--- config.mk ---
export PLATFORM = sky130hd
export DESIGN_NAME = clk_div_ctrl_flat
export DESIGN_NICKNAME = d
export VERILOG_FILES = /design/src/rtl/clk_div_ctrl_if.sv /design/src/rtl/clk_div_ctrl.sv /design/src/flat_wrapper.sv
export SDC_FILE = /design/constraint.sdc
export NUM_CORES = 1
export LEC_CHECK = 0
export ABC_CLOCK_PERIOD_IN_PS = 2000
export CAP_MARGIN = 25
export CORE_UTILIZATION = 45
export DETAILED_ROUTE_END_ITERATION = 7
export PLACE_DENSITY = 0.73
export RECOVER_POWER = 100
export SYNTH_ARGS = -nofsm -noshare
export SYNTH_HDL_FRONTEND = slang
export SYNTH_SLANG_ARGS = --single-unit
--- constraint.sdc ---
create_clock -name clk -period 2 [get_ports clk]
set_input_delay 0.5 -clock clk [delete_from_list [all_inputs] [get_ports clk]]
set_output_delay 0.5 -clock clk [all_outputs]
set_load 0.02 [all_outputs]
--- src/rtl/clk_div_ctrl_if.sv ---
// Handshake and status bundle for clk_div_ctrl; retarget_cnt exists only when
// CLK_DIV_CTRL_STATS_EN is defined.
interface clk_div_ctrl_if;
    logic       ena;
    logic       run;
    logic       cfg_valid;
    logic [1:0] cfg_sel;
    logic       cfg_ready;
    logic       div_out;
    logic       tick;
    logic       busy;
    logic [1:0] cur_sel;
`ifdef CLK_DIV_CTRL_STATS_EN
    logic [7:0] retarget_cnt;
`endif

    modport master (
        output ena, run, cfg_valid, cfg_sel,
`ifdef CLK_DIV_CTRL_STATS_EN
        input  retarget_cnt,
`endif
        input  cfg_ready, div_out, tick, busy, cur_sel
    );

    modport slave (
        input  ena, run, cfg_valid, cfg_sel,
`ifdef CLK_DIV_CTRL_STATS_EN
        output retarget_cnt,
`endif
        output cfg_ready, div_out, tick, busy, cur_sel
    );
endinterface

--- src/rtl/clk_div_ctrl.sv ---
// Glitch-free programmable clock divider (/2../16) with retarget-at-boundary handshake.
// Define CLK_DIV_CTRL_STATS_EN to add the saturating retarget_cnt counter.
module clk_div_ctrl #(
    parameter logic [1:0] DEFAULT_SEL = 2'd0
) (
    input logic           clk,
    input logic           rst_n,
    clk_div_ctrl_if.slave bus
);

    typedef enum logic [1:0] {StIdle, StRun, StPend, StStop} state_e;

    state_e     state_q, state_d;
    logic [3:0] cnt_q, cnt_d;
    logic [1:0] cur_sel_q, cur_sel_d;
    logic [1:0] pend_sel_q, pend_sel_d;
    logic       pend_q, pend_d;
    logic       wrap_bits;
    logic       boundary;
    logic       cfg_ready;
    logic       accept;
    logic       apply;

    // Last cycle of a div_out period: low cur_sel+1 bits of cnt all ones.
    always_comb begin
        case (cur_sel_q)
            2'd0:    wrap_bits = cnt_q[0];
            2'd1:    wrap_bits = &cnt_q[1:0];
            2'd2:    wrap_bits = &cnt_q[2:0];
            default: wrap_bits = &cnt_q;
        endcase
    end

    assign boundary  = wrap_bits && (state_q != StIdle);
    assign cfg_ready = bus.ena && ((state_q == StIdle) || ((state_q == StRun) && bus.run));
    assign accept    = bus.cfg_valid && cfg_ready;

    always_comb begin
        state_d    = state_q;
        cnt_d      = cnt_q;
        cur_sel_d  = cur_sel_q;
        pend_sel_d = pend_sel_q;
        pend_d     = pend_q;
        apply      = 1'b0;
        if (bus.ena) begin
            unique case (state_q)
                StIdle: begin
                    cnt_d = 4'd0;
                    if (accept) cur_sel_d = bus.cfg_sel;
                    if (bus.run) state_d = StRun;
                end
                StRun: begin
                    cnt_d = cnt_q + 4'd1;
                    if (!bus.run) begin
                        state_d = StStop;
                    end else if (accept) begin
                        pend_sel_d = bus.cfg_sel;
                        pend_d     = 1'b1;
                        state_d    = StPend;
                    end
                end
                StPend: begin
                    cnt_d = cnt_q + 4'd1;
                    // Dropping run wins; the pending select is kept for STOP to apply.
                    if (!bus.run) begin
                        state_d = StStop;
                    end else if (boundary) begin
                        cur_sel_d = pend_sel_q;
                        pend_d    = 1'b0;
                        apply     = 1'b1;
                        cnt_d     = 4'd0;
                        state_d   = StRun;
                    end
                end
                StStop: begin
                    cnt_d = cnt_q + 4'd1;
                    if (boundary) begin
                        if (pend_q) begin
                            cur_sel_d = pend_sel_q;
                            pend_d    = 1'b0;
                            apply     = 1'b1;
                        end
                        cnt_d   = 4'd0;
                        state_d = StIdle;
                    end
                end
                default: state_d = StIdle;
            endcase
        end
    end

    always_ff @(posedge clk) begin
        if (!rst_n) begin
            state_q    <= StIdle;
            cnt_q      <= 4'd0;
            cur_sel_q  <= DEFAULT_SEL;
            pend_sel_q <= 2'd0;
            pend_q     <= 1'b0;
        end else begin
            state_q    <= state_d;
            cnt_q      <= cnt_d;
            cur_sel_q  <= cur_sel_d;
            pend_sel_q <= pend_sel_d;
            pend_q     <= pend_d;
        end
    end

    assign bus.cfg_ready = cfg_ready;
    assign bus.div_out   = (state_q != StIdle) && cnt_q[cur_sel_q];
    assign bus.tick      = boundary && bus.ena;
    assign bus.busy      = (state_q != StIdle);
    assign bus.cur_sel   = cur_sel_q;

`ifdef CLK_DIV_CTRL_STATS_EN
    logic [7:0] retarget_q;

    always_ff @(posedge clk) begin
        if (!rst_n) begin
            retarget_q <= 8'd0;
        end else if (apply && (retarget_q != 8'hff)) begin
            retarget_q <= retarget_q + 8'd1;
        end
    end

    assign bus.retarget_cnt = retarget_q;
`endif

endmodule

--- src/flat_wrapper.sv ---
// flat-port wrapper written by rule: the top's interface ports become plain ports
module clk_div_ctrl_flat 
#(
    parameter logic [1:0] DEFAULT_SEL = 2'd0
)
  (clk, rst_n, bus_ena, bus_run, bus_cfg_valid, bus_cfg_sel, bus_cfg_ready, bus_div_out, bus_tick, bus_busy, bus_cur_sel);
  clk_div_ctrl_if bus_i ();
  input logic clk;
  input logic rst_n;
  input wire logic [$bits(bus_i.ena)-1:0] bus_ena;
  input wire logic [$bits(bus_i.run)-1:0] bus_run;
  input wire logic [$bits(bus_i.cfg_valid)-1:0] bus_cfg_valid;
  input wire logic [$bits(bus_i.cfg_sel)-1:0] bus_cfg_sel;
  output wire logic [$bits(bus_i.cfg_ready)-1:0] bus_cfg_ready;
  output wire logic [$bits(bus_i.div_out)-1:0] bus_div_out;
  output wire logic [$bits(bus_i.tick)-1:0] bus_tick;
  output wire logic [$bits(bus_i.busy)-1:0] bus_busy;
  output wire logic [$bits(bus_i.cur_sel)-1:0] bus_cur_sel;
  assign bus_i.ena = bus_ena;
  assign bus_i.run = bus_run;
  assign bus_i.cfg_valid = bus_cfg_valid;
  assign bus_i.cfg_sel = bus_cfg_sel;
  assign bus_cfg_ready = bus_i.cfg_ready;
  assign bus_div_out = bus_i.div_out;
  assign bus_tick = bus_i.tick;
  assign bus_busy = bus_i.busy;
  assign bus_cur_sel = bus_i.cur_sel;
  clk_div_ctrl #(.DEFAULT_SEL(DEFAULT_SEL)) u_core (.clk(clk), .rst_n(rst_n), .bus(bus_i));
endmodule
==> summary.rpt, run 1 <==
IMPLEMENTATION SUMMARY REPORT
----------------------------------------------------
[Logic synthesis]
  Primary flip-flop cell chosen by synthesis mapping ........................ sky130_fd_sc_hd__dfxtp_1
  Avg Cell Area, Syn ........................ around 8.4 um2
  Sequential element share of the synthesized area ........................ about 30%
  Top cells by area, synth ........................ sky130_fd_sc_hd__dfxtp_1 30%, sky130_fd_sc_hd__mux2i_1 9.4%, sky130_fd_sc_hd__nand2_1 5.6%
  Number of synthesized flops with an enable pin ........................ 0
  Yosys warning tally ........................ 0
  Yosys Chip Area ........................ 743 um2

[Detailed routing]
  Metal-1 WL ........................ between 700 and 800 um
  Met3 Wirelength ........................ between 40 and 50 um
  Antenna Nets Post-Route ........................ 0

[Setup path]
  Number of cells traversed by the worst register-to-register path ........................ 6
  Cell Chain, Critical Path ........................ clkdlybuf4s50_1 > inv_1 > a211oi_2 > clkbuf_2
  Worst Setup EP ........................ bus_cfg_ready

[Job]
  Tool warnings ........................ 27

[Final layout]
  Count of inverters not on the clock network in the layout ........................ 6
  Top class by area ........................ logic gates
  Growth of design area from synthesis to finish ........................ 37.0%
  Largest register by flop count ........................ u_core.cnt_q
  Fill count ........................ 140
  Non-clock buffer total of the final layout ........................ 34
  Number of nets at the end of the flow ........................ 132

[Power]
  Power Combinational ........................ 0.000133 W
  Peak VDD IR ........................ 473 uV

[STA]
  Top achievable clock speed ........................ 0.510 GHz
  Portion of the clock cycle consumed by the worst path in the final layout ........................ a little over nine tenths
  Headroom to the max-slew limit ........................ 76.4%
  Setup repair after global routing missed its margin ........................ false
  Final tally of setup violations ........................ 0
  Final Hold Slack ........................ approximately 0.5 ns

[Clock tree]
  Gates resized, CTS repair ........................ 16
  Deepest level of the CTS H-tree ........................ 1
  Clock buffers created by TritonCTS ........................ 3

[Global routing]
  Global-route total usage across every layer ........................ 22.2%

[Floorplanning]
  # Taps ........................ 16

[Run status]
  Result of the run ........................ complete, no violations

----------------------------------------------------
[run 1: placed cells by master, fill, tap and decap left out, drive strengths merged]
cell           Yosys  final
a211oi             3      3
a21boi             5      5
a21o               1      1
a21oi              2      2
and3               1      1
buf                1     21
clkbuf             3      9
clkdlybuf4s50      0      7
dfxtp             11     11
dlygate4sd2        0      1
ha                 2      2
inv                6      6
mux2               2      2
mux2i              7      7
nand2             11     11
nand2b             1      1
nand3              2      2
nand4              2      2
nand4b             1      1
nor2               5      5
nor2b              6      6
nor3               1      1
nor3b              1      1
o2111ai            2      2
o211ai             1      1
o21ai              4      4
o21bai             1      1
o221ai             1      1
o22ai              2      2
o31a               1      1
o31ai              1      1
o32a               1      1
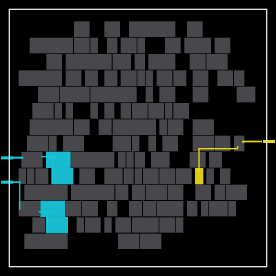
(run_1/port_nets.png)
(6 px per um)
Key: cyan = bus_cfg_sel [bits 2, direction input, edge left, end cells 4, buffers 2, wire 18.0 um]; yellow = bus_tick [bits 1, direction output, edge right, end cells 1, buffers 1, wire 14.1 um]
number of buffer cells added on primary ports: 12
I/O pin count: 13

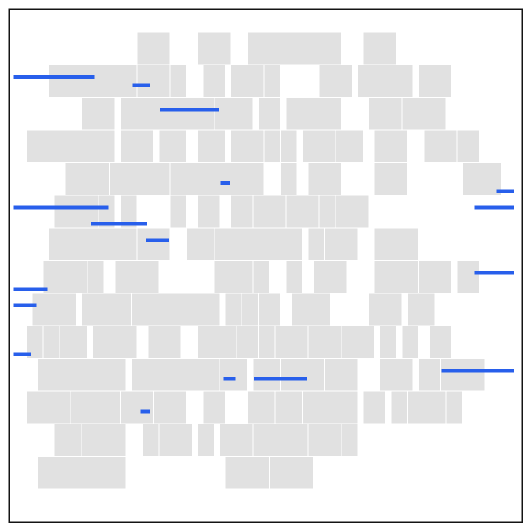
(run_1/met3.png)
(12 px per um) Cells faint in the background.
The longest straight run is 7.60 um. 13 nets have wire on it. The wires run mostly horizontal. The layer carries 49.2 um of wire.
Post-Route WL: 1730 um
grt met3 use: 1.72%

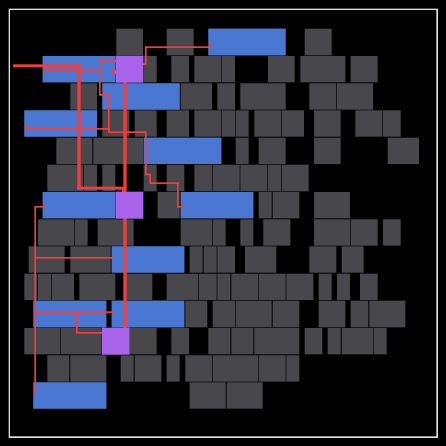
(run_1/clock_map.png)
(10 px per um)
Key: red = clock wires [length 148 um]; blue = flip-flops [count 11]; purple = cells driving clock nets [count 3]
There are 4 routed clock nets.
power of the clock network: 0.000152 W
Clock Power Share: 29.0%
Clock Latency Late Sink: 0.27 ns
Clock Skew: 0.00531 ns

## Run 2: what changed since run 1
--- a/config.mk
+++ b/config.mk
@@ -11,6 +11,7 @@
 export DETAILED_ROUTE_END_ITERATION = 7
 export PLACE_DENSITY = 0.73
 export RECOVER_POWER = 100
+export SKIP_CTS_REPAIR_TIMING = 1
 export SYNTH_ARGS = -nofsm -noshare
 export SYNTH_HDL_FRONTEND = slang
 export SYNTH_SLANG_ARGS = --single-unit
==> summary.rpt, run 2 <==
IMPLEMENTATION SUMMARY REPORT
----------------------------------------------------
[Run status]
  Result of the run ........................ complete, no violations

[STA]
  Final tally of setup violations ........................ 0 (unchanged)
  Portion of the clock cycle consumed by the worst path in the final layout ........................ 98.0% (about the same)
  Final Hold Slack ........................ 0.488 ns (+0.000703 ns)
  Clock Skew ........................ 0.00591 ns (+0.000601 ns)
  Setup repair after global routing missed its margin ........................ false
  Headroom to the max-slew limit ........................ 75.4% (-0.97 points)

[Final layout]
  Most frequently placed logic cells in the final layout ........................ 21 x sky130_fd_sc_hd__buf_4, 11 x sky130_fd_sc_hd__nand2_1, 8 x sky130_fd_sc_hd__dfxtp_1
  Growth of design area from synthesis to finish ........................ 37.4%
  Top class by area ........................ logic gates
  Count of inverters not on the clock network in the layout ........................ 6 (unchanged)
  Dominant logic cell type in the layout ........................ sky130_fd_sc_hd__buf_4
  Non-clock buffer total of the final layout ........................ 34 (unchanged)

[Logic synthesis]
  Primary flip-flop cell chosen by synthesis mapping ........................ sky130_fd_sc_hd__dfxtp_1
  Top cells by area, synth ........................ sky130_fd_sc_hd__dfxtp_1 30%, sky130_fd_sc_hd__mux2i_1 9.4%, sky130_fd_sc_hd__nand2_1 5.6%
  Avg Cell Area, Syn ........................ 8.45 um2 (unchanged)
  Sequential element share of the synthesized area ........................ 29.6% (unchanged)

[Clock tree]
  Clock buffers created by TritonCTS ........................ 3 (unchanged)
  Clock Latency Late Sink ........................ 0.27 ns (about the same)

[Job]
  Tool warnings ........................ 27 (unchanged)

[Place]
  Number of buffer cells added on primary ports ........................ 12 (unchanged)

[Setup path]
  Cell Chain, Critical Path ........................ clkdlybuf4s50_1 > inv_1 > a211oi_2 > clkbuf_2
  Worst Setup EP ........................ bus_cfg_ready

[Power]
  Power Combinational ........................ 0.000133 W (about the same)

[Floorplanning]
  # Taps ........................ 16 (unchanged)

[Detailed routing]
  Antenna Nets Post-Route ........................ 0 (unchanged)

----------------------------------------------------
run 2: cell types whose count changed in the layout (fill, tap and decap cells not counted):
| cell | previous run | this run |
|---|---|---|
| sky130_fd_sc_hd__a21boi_0 | 5 | 4 |
| sky130_fd_sc_hd__clkbuf_2 | 3 | 2 |
| sky130_fd_sc_hd__a21boi_1 | 0 | 1 |
| sky130_fd_sc_hd__clkbuf_1 | 3 | 4 |
| sky130_fd_sc_hd__dlymetal6s2s_1 | 0 | 1 |
| sky130_fd_sc_hd__dlygate4sd2_1 | 1 | 0 |
run 2: stage by stage:
stage / instances / util, %
global placement: 134 / 67.5
detailed placement: 134 / 67.5
floorplan: 88 / -
finish: 138 / 67.0
global route: 138 / 67.0
CTS: 138 / 69.2
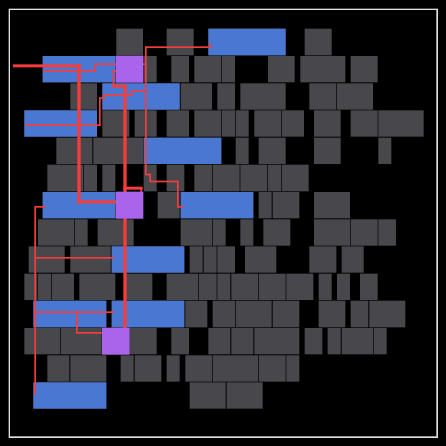
(run_2/clock_map.png)
(10 px per um)
Key: red = clock wires [length 152 um]; purple = cells driving clock nets [count 3]; blue = flip-flops [count 11]
There are 4 routed clock nets.
power of the clock network: 0.000153 W
Clock Power Share: 29.1%

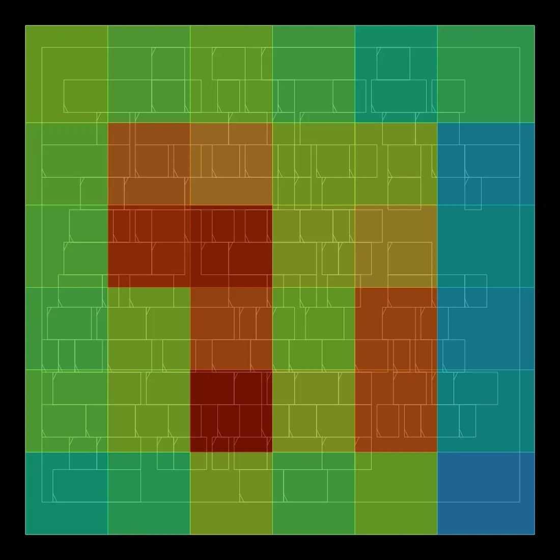
(run_2/final_congestion.png)
met2 track demand over resource in global routing: 35.5%
global-route total usage across every layer: 22.1%
GR peak layer: met2
average detailed-routed wire length per instance: 12.5 um

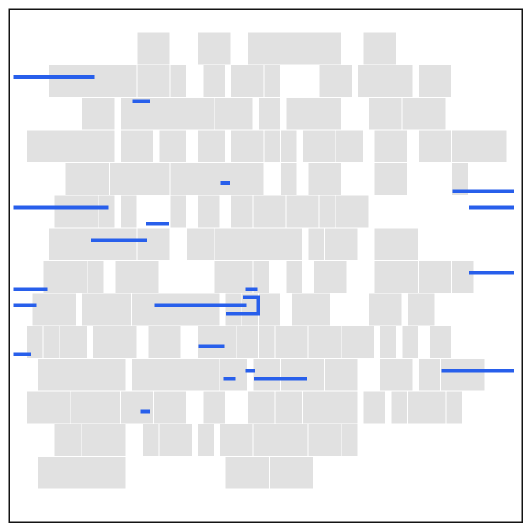
(run_2/met3.png)
(12 px per um) Cells faint in the background.
The longest straight run is 7.60 um. The layer carries 64.4 um of wire.
Post-Route WL: 1730 um
total via count after detailed routing: 764

Power is estimated from default activity; no workload was simulated.
